Fig. 1: run 1, wiring by layer
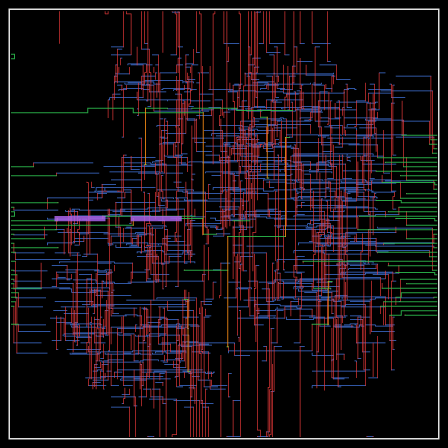
Fig. 2: run 1, routing congestion map
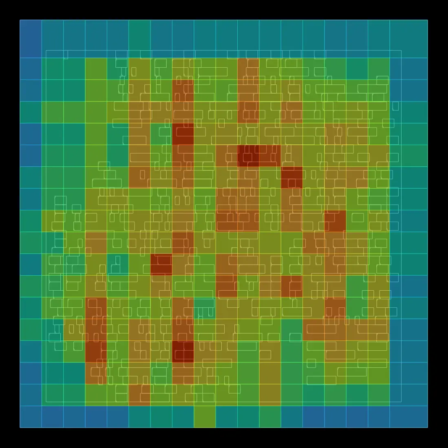
Fig. 3: run 1, clock wires, drivers and flops
Scale bar: 50 um.
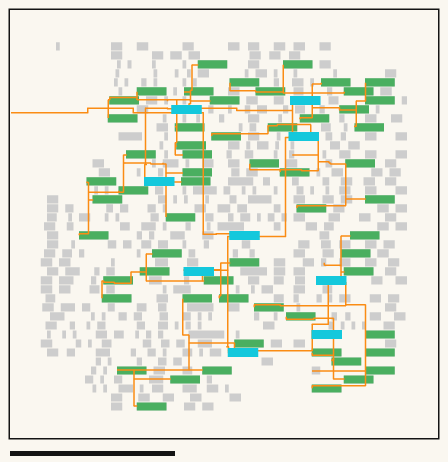
Fig. 4: run 1, placed cells, one colour a class
Scale bar: 50 um.
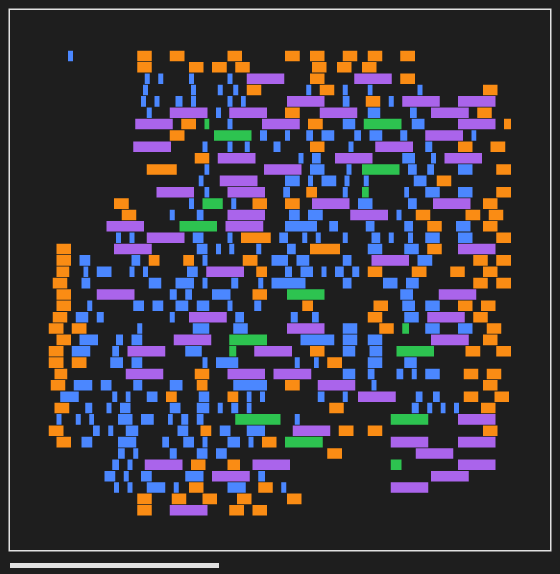
<file path="config.mk">
export PLATFORM = sky130hd
export DESIGN_NAME = load_unit
export DESIGN_NICKNAME = d
export VERILOG_FILES = /design/src/rtl/load_unit.sv
export SDC_FILE = /design/constraint.sdc
export NUM_CORES = 1
export LEC_CHECK = 0
export CAP_MARGIN = 5
export CELL_PAD_IN_SITES_DETAIL_PLACEMENT = 2
export CELL_PAD_IN_SITES_GLOBAL_PLACEMENT = 2
export CORE_MARGIN = 8
export CORE_UTILIZATION = 25
export CTS_CLUSTER_SIZE = 8
export DETAILED_ROUTE_END_ITERATION = 12
export PLACE_DENSITY = 0.86
export SETUP_SLACK_MARGIN = 0.3
export SYNTH_ARGS = -nofsm -noshare
export SYNTH_HDL_FRONTEND = slang
export SYNTH_SLANG_ARGS = --single-unit
</file>
<file path="constraint.sdc">
create_clock -name iCLK -period 2.5 [get_ports iCLK]
set_input_delay 0.5 -clock iCLK [delete_from_list [all_inputs] [get_ports iCLK]]
set_output_delay 0.5 -clock iCLK [all_outputs]
set_load 0.03 [all_outputs]
</file>
<file path="src/rtl/load_unit.sv">
// Multi-cycle RV32I load unit (LB/LH/LW/LBU/LHU) issuing word reads to a fixed-latency data RAM.
// Optional macro LOAD_MISALIGN_TRAP_EN adds a FAULT state that traps misaligned LH/LHU/LW.
module load_unit #(
  parameter int RAM_LATENCY = 1,
  parameter int ADDR_W      = 8
) (
  input  logic              iCLK,
  input  logic              iRST_N,
  input  logic              iSTART,
  input  logic [31:0]       iIR,
  input  logic [31:0]       iREG_OUT1,
  output logic [4:0]        oRS1,
  output logic [4:0]        oRD,
  output logic [31:0]       oREG_IN,
  output logic              oREG_WE,
  output logic              oBUSY,
  output logic              oDONE,
  output logic              oRAM_CE,
  output logic              oRAM_RD,
  output logic              oRAM_WR,
  output logic [ADDR_W-1:0] oRAM_ADDR,
  input  logic [31:0]       iRAM_DATA,
  output logic              oMISALIGN
);

  localparam int CNT_W = 4;

  typedef enum logic [1:0] {
    IDLE  = 2'd0,
    READ  = 2'd1,
`ifdef LOAD_MISALIGN_TRAP_EN
    WB    = 2'd2,
    FAULT = 2'd3
`else
    WB    = 2'd2
`endif
  } state_t;

  state_t             state;
  state_t             next_state;
  logic [31:0]        addr;
  logic [2:0]         funct3_in;
  logic               legal_in;
  logic [2:0]         funct3;
  logic [1:0]         offset;
  logic [CNT_W-1:0]   cnt;
  logic               last_read;
  logic               done_next;

  assign oRS1      = iIR[19:15];
  assign oRAM_WR   = 1'b0;
  assign oBUSY     = (state != IDLE);
  assign funct3_in = iIR[14:12];
  assign addr      = iREG_OUT1 + {{20{iIR[31]}}, iIR[31:20]};
  assign last_read = (cnt == CNT_W'(RAM_LATENCY - 1));

  always_comb begin
    legal_in = 1'b0;
    case (funct3_in)
      3'd0, 3'd1, 3'd2, 3'd4, 3'd5: legal_in = 1'b1;
      default:                      legal_in = 1'b0;
    endcase
  end

`ifdef LOAD_MISALIGN_TRAP_EN
  logic misalign_in;
  assign misalign_in = (((funct3_in == 3'd1) || (funct3_in == 3'd5)) && addr[0]) ||
                       ((funct3_in == 3'd2) && (addr[1:0] != 2'b00));
`endif

  // Byte/halfword lane select followed by sign or zero extension.
  function automatic logic [31:0] extract(input logic [31:0] word, input logic [2:0] f3,
                                          input logic [1:0] off);
    logic [31:0] bsh;
    logic [31:0] hsh;
    logic [7:0]  b;
    logic [15:0] h;
    bsh = word >> {off, 3'b000};
    hsh = word >> {off[1], 4'b0000};
    b   = bsh[7:0];
    h   = hsh[15:0];
    case (f3)
      3'd0:    extract = {{24{b[7]}}, b};
      3'd1:    extract = {{16{h[15]}}, h};
      3'd2:    extract = word;
      3'd4:    extract = {24'd0, b};
      3'd5:    extract = {16'd0, h};
      default: extract = 32'd0;
    endcase
  endfunction

  always_ff @(posedge iCLK or negedge iRST_N) begin
    if (!iRST_N) state <= IDLE;
    else         state <= next_state;
  end

  always_comb begin
    next_state = state;
    done_next  = 1'b0;
    case (state)
      IDLE: begin
        if (iSTART) begin
          if (!legal_in) next_state = WB;
`ifdef LOAD_MISALIGN_TRAP_EN
          else if (misalign_in) next_state = FAULT;
`endif
          else next_state = READ;
        end
      end
      READ:    if (last_read) next_state = WB;
      WB:      next_state = IDLE;
`ifdef LOAD_MISALIGN_TRAP_EN
      FAULT:   next_state = IDLE;
`endif
      default: next_state = IDLE;
    endcase
    done_next = (next_state == WB);
`ifdef LOAD_MISALIGN_TRAP_EN
    if (next_state == FAULT) done_next = 1'b1;
`endif
  end

  // All outputs are registered off the upcoming state so they line up with it.
  always_ff @(posedge iCLK or negedge iRST_N) begin
    if (!iRST_N) begin
      oRD       <= '0;
      oREG_IN   <= '0;
      oREG_WE   <= 1'b0;
      oDONE     <= 1'b0;
      oRAM_CE   <= 1'b0;
      oRAM_RD   <= 1'b0;
      oRAM_ADDR <= '0;
      funct3    <= '0;
      offset    <= '0;
      cnt       <= '0;
    end else begin
      oRAM_CE <= (next_state == READ);
      oRAM_RD <= (next_state == READ);
      oDONE   <= done_next;
      oREG_WE <= (state == READ) && last_read && (oRD != 5'd0);
      if ((state == IDLE) && iSTART) begin
        funct3    <= funct3_in;
        oRD       <= iIR[11:7];
        offset    <= addr[1:0];
        oRAM_ADDR <= addr[ADDR_W+1:2];
        cnt       <= '0;
      end else if (state == READ) begin
        cnt <= cnt + 1'b1;
      end
      if ((state == READ) && last_read)
        oREG_IN <= extract(iRAM_DATA, funct3, offset);
      else if ((state == IDLE) && iSTART && !legal_in)
        oREG_IN <= '0;
    end
  end

`ifdef LOAD_MISALIGN_TRAP_EN
  always_ff @(posedge iCLK or negedge iRST_N) begin
    if (!iRST_N) oMISALIGN <= 1'b0;
    else         oMISALIGN <= (next_state == FAULT);
  end
`else
  assign oMISALIGN = 1'b0;
`endif

endmodule

</file>
==> flow_metrics.tcl, run 1 <==
# flow metrics
set metrics [dict create \
    status "completed" \
    rsz0062_at_grt "false" \
    dpl.hpwl_um 9330 \
    nonClkBufAreaFrac_pct 25.72 \
    power_mw 6.028 \
    setup_viol 0 \
    nNetsFinal 550 \
    min_period_over_period_pct 85.12 \
    die_h_um 129.3 \
    place_congestion 0.8080 \
    drt-pass1-iter-count 4 \
    comb-power_mw 3.09 \
    yosys_area_sq_um 3211 \
    hold_slack_ns 0.1179 \
    largest_register_ff_count 32 \
    cts_made_buffers 9 \
    clk_path_buf_depth 2 \
    io_pins 156 \
    common_cells "nand2_1, dfrtp_1, o21ai_0, nor2_1, a221o_1" \
    hold_viol_final 0 \
    ys_sh_simple_pct 15.12 \
    yosysWarnings 0 \
    post_cts_resized 6 \
    drt_iter0_markers 176 \
    logic_family "AND-OR/OR-AND gates" \
    area_delta_synth_final_pct 50.16 \
    switchingPower_mw 2.580 \
    grt_use_met3_pct 4.519 \
    met2_length_um 6330 \
    grt_pass1_vias 3567 \
    drcViolationCount 0 \
    cellLeakagePower_nw 2.115 \
    p_seq_mw 1.69 \
    io_buffers 112 \
    seqPwrFrac_pct 28.1 \
    seq_area_sq_um 1476 \
    diodes 0 \
    path_depth 8 \
    critPathLaunchType "primary input" \
    placedCellCount 599 \
    final_cell_mix "clkdlybuf4s50_1, nand2_1, dfrtp_1" \
    dp_slack_ns -0.1582 \
    syn-cell-area_sq_um 3211 \
]
About Fig. 1:
met1 -> blue  # wire length 4940 um
met5 -> purple  # wire length 27.6 um
met4 -> orange  # wire length 173 um
met3 -> green  # wire length 818 um
met2 -> red  # wire length 6330 um

About Fig. 2:
Most Crowded Layer GR: met2
Layout Utilization: 38.36%
GRT Util Overall: 15.25%
GR Layer Usage met1: 17.56%
grt met2 use: 26.19%

About Fig. 3:
cells driving clock nets -> cyan  # count 9
clock wires -> orange  # length 1040 um
flip-flops -> green  # count 59
routed clock nets = 10

About Fig. 4:
flops -> purple  # cells 59, share of their area 32%
other buffers and delay cells -> orange  # cells 124, share of their area 27%
all other logic -> blue  # cells 245, share of their area 35%
clock drivers and dummy loads -> green  # cells 16, share of their area 6.4%

==> run 1 -> run 2 <==
--- a/config.mk
+++ b/config.mk
@@ -13,6 +13,7 @@
 export CTS_CLUSTER_SIZE = 8
 export DETAILED_ROUTE_END_ITERATION = 12
 export PLACE_DENSITY = 0.86
+export REMOVE_ABC_BUFFERS = 1
 export SETUP_SLACK_MARGIN = 0.3
 export SYNTH_ARGS = -nofsm -noshare
 export SYNTH_HDL_FRONTEND = slang
Fig. 5: run 2, PDN straps and rails
Scale bar: 50 um. Pins as bars on the die edge.
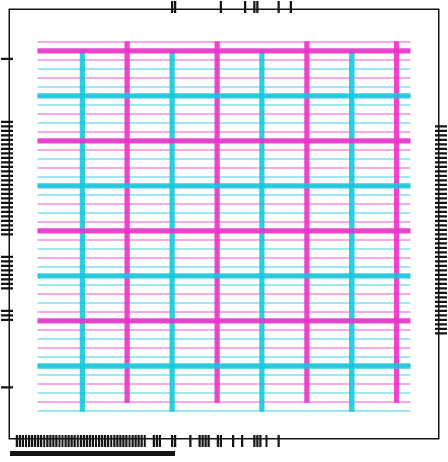
VSS -> cyan
VDD -> magenta
met4 straps = 8
met5 straps = 8
signal pins = 156
rows = 41
met1 rails = 42

==> flow_metrics.tcl, run 2 <==
# flow metrics
set metrics [dict create \
    status "completed" \
    die_h_um 129.3 \
    cts_made_buffers 9 \
    nNetsFinal 552 \
    setup_viol 0 \
    clk_path_buf_depth 2 \
    path_depth 8 \
    p_seq_mw 1.70 \
    grt_pass1_vias 3533 \
    place_congestion 0.8138 \
    drcViolationCount 0 \
    yosysWarnings 0 \
    area_delta_synth_final_pct 50.78 \
    hold_viol_final 0 \
    yosys_area_sq_um 3211 \
    power_mw 6.029 \
    io_buffers 112 \
    placedCellCount 599 \
    seqPwrFrac_pct 28.3 \
    seq_area_sq_um 1476 \
    rsz0062_at_grt "false" \
    min_period_over_period_pct 85.28 \
    io_pins 156 \
    track_usage_pct 15.63 \
    hold_slack_ns 0.3437 \
    ys_sh_simple_pct 15.12 \
]
Fig. 6: run 2, wiring by layer
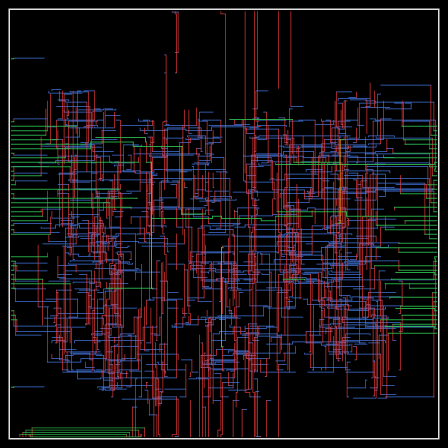
met1 -> blue  # wire length 4890 um
met4 -> orange  # wire length 114 um
met3 -> green  # wire length 1230 um
met2 -> red  # wire length 6650 um

==> run 2 -> run 3 <==
--- a/config.mk
+++ b/config.mk
@@ -8,11 +8,13 @@
 export CAP_MARGIN = 5
 export CELL_PAD_IN_SITES_DETAIL_PLACEMENT = 2
 export CELL_PAD_IN_SITES_GLOBAL_PLACEMENT = 2
+export CORE_ASPECT_RATIO = 1.75
 export CORE_MARGIN = 8
 export CORE_UTILIZATION = 25
 export CTS_CLUSTER_SIZE = 8
 export DETAILED_ROUTE_END_ITERATION = 12
-export PLACE_DENSITY = 0.86
+export PLACE_DENSITY_LB_ADDON = 0.1
+export RECOVER_POWER = 50
 export REMOVE_ABC_BUFFERS = 1
 export SETUP_SLACK_MARGIN = 0.3
 export SYNTH_ARGS = -nofsm -noshare
Fig. 7: run 3, PDN straps and rails
Scale bar: 20 um. Pins as bars on the die edge.
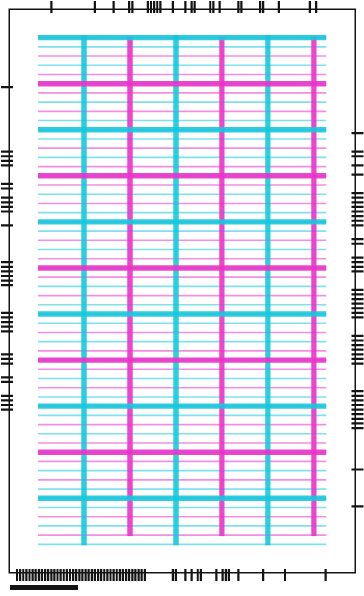
VSS -> cyan
VDD -> magenta
met1 rails = 56
signal pins = 156
met5 straps = 11

==> flow_metrics.tcl, run 3 <==
# flow metrics
set metrics [dict create \
    status "complete, but fails checks" \
    violations "max-capacitance violations, max-slew violations" \
    grt_pass1_wl_um 19810 \
    yosysWarnings 0 \
    power_mw 5.898 \
    cts_made_buffers 9 \
    placedCellCount 605 \
    slew_violations 27 \
    ant_nets 0 \
    grt.met1_usage_pct 15.79 \
    die_h_um 165.9 \
    seqPwrFrac_pct 28.3 \
    track_usage_pct 15.40 \
    p_seq_mw 1.67 \
    hold_viol_final 0 \
    yosys_area_sq_um 3211 \
    seq_area_sq_um 1476 \
    io_pins 156 \
    ys_sh_simple_pct 15.12 \
    place_congestion 0.7702 \
    min_period_over_period_pct 84.13 \
    nNetsFinal 565 \
    top_area_cell "dfrtp_1" \
    hold_slack_ns 0.4811 \
    area_delta_synth_final_pct 52.49 \
    clk_path_buf_depth 2 \
    grt_pass1_vias 3505 \
    fa_ha_area_share_pct 4.910 \
    drcViolationCount 0 \
    cap_violations 1 \
    endpoint_kind "register" \
    path_depth 10 \
]
Fig. 8: run 3, placed cells, one colour a class
Scale bar: 20 um.
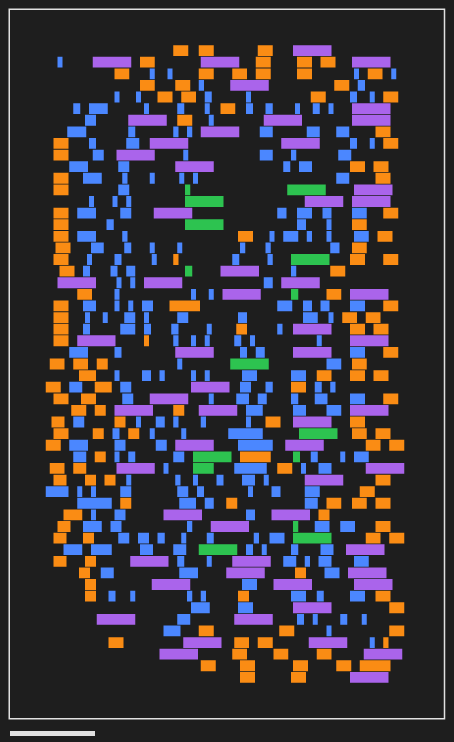
other buffers and delay cells -> orange  # cells 139, share of their area 29%
clock drivers and dummy loads -> green  # cells 15, share of their area 5.6%
flops -> purple  # cells 59, share of their area 32%
all other logic -> blue  # cells 245, share of their area 34%

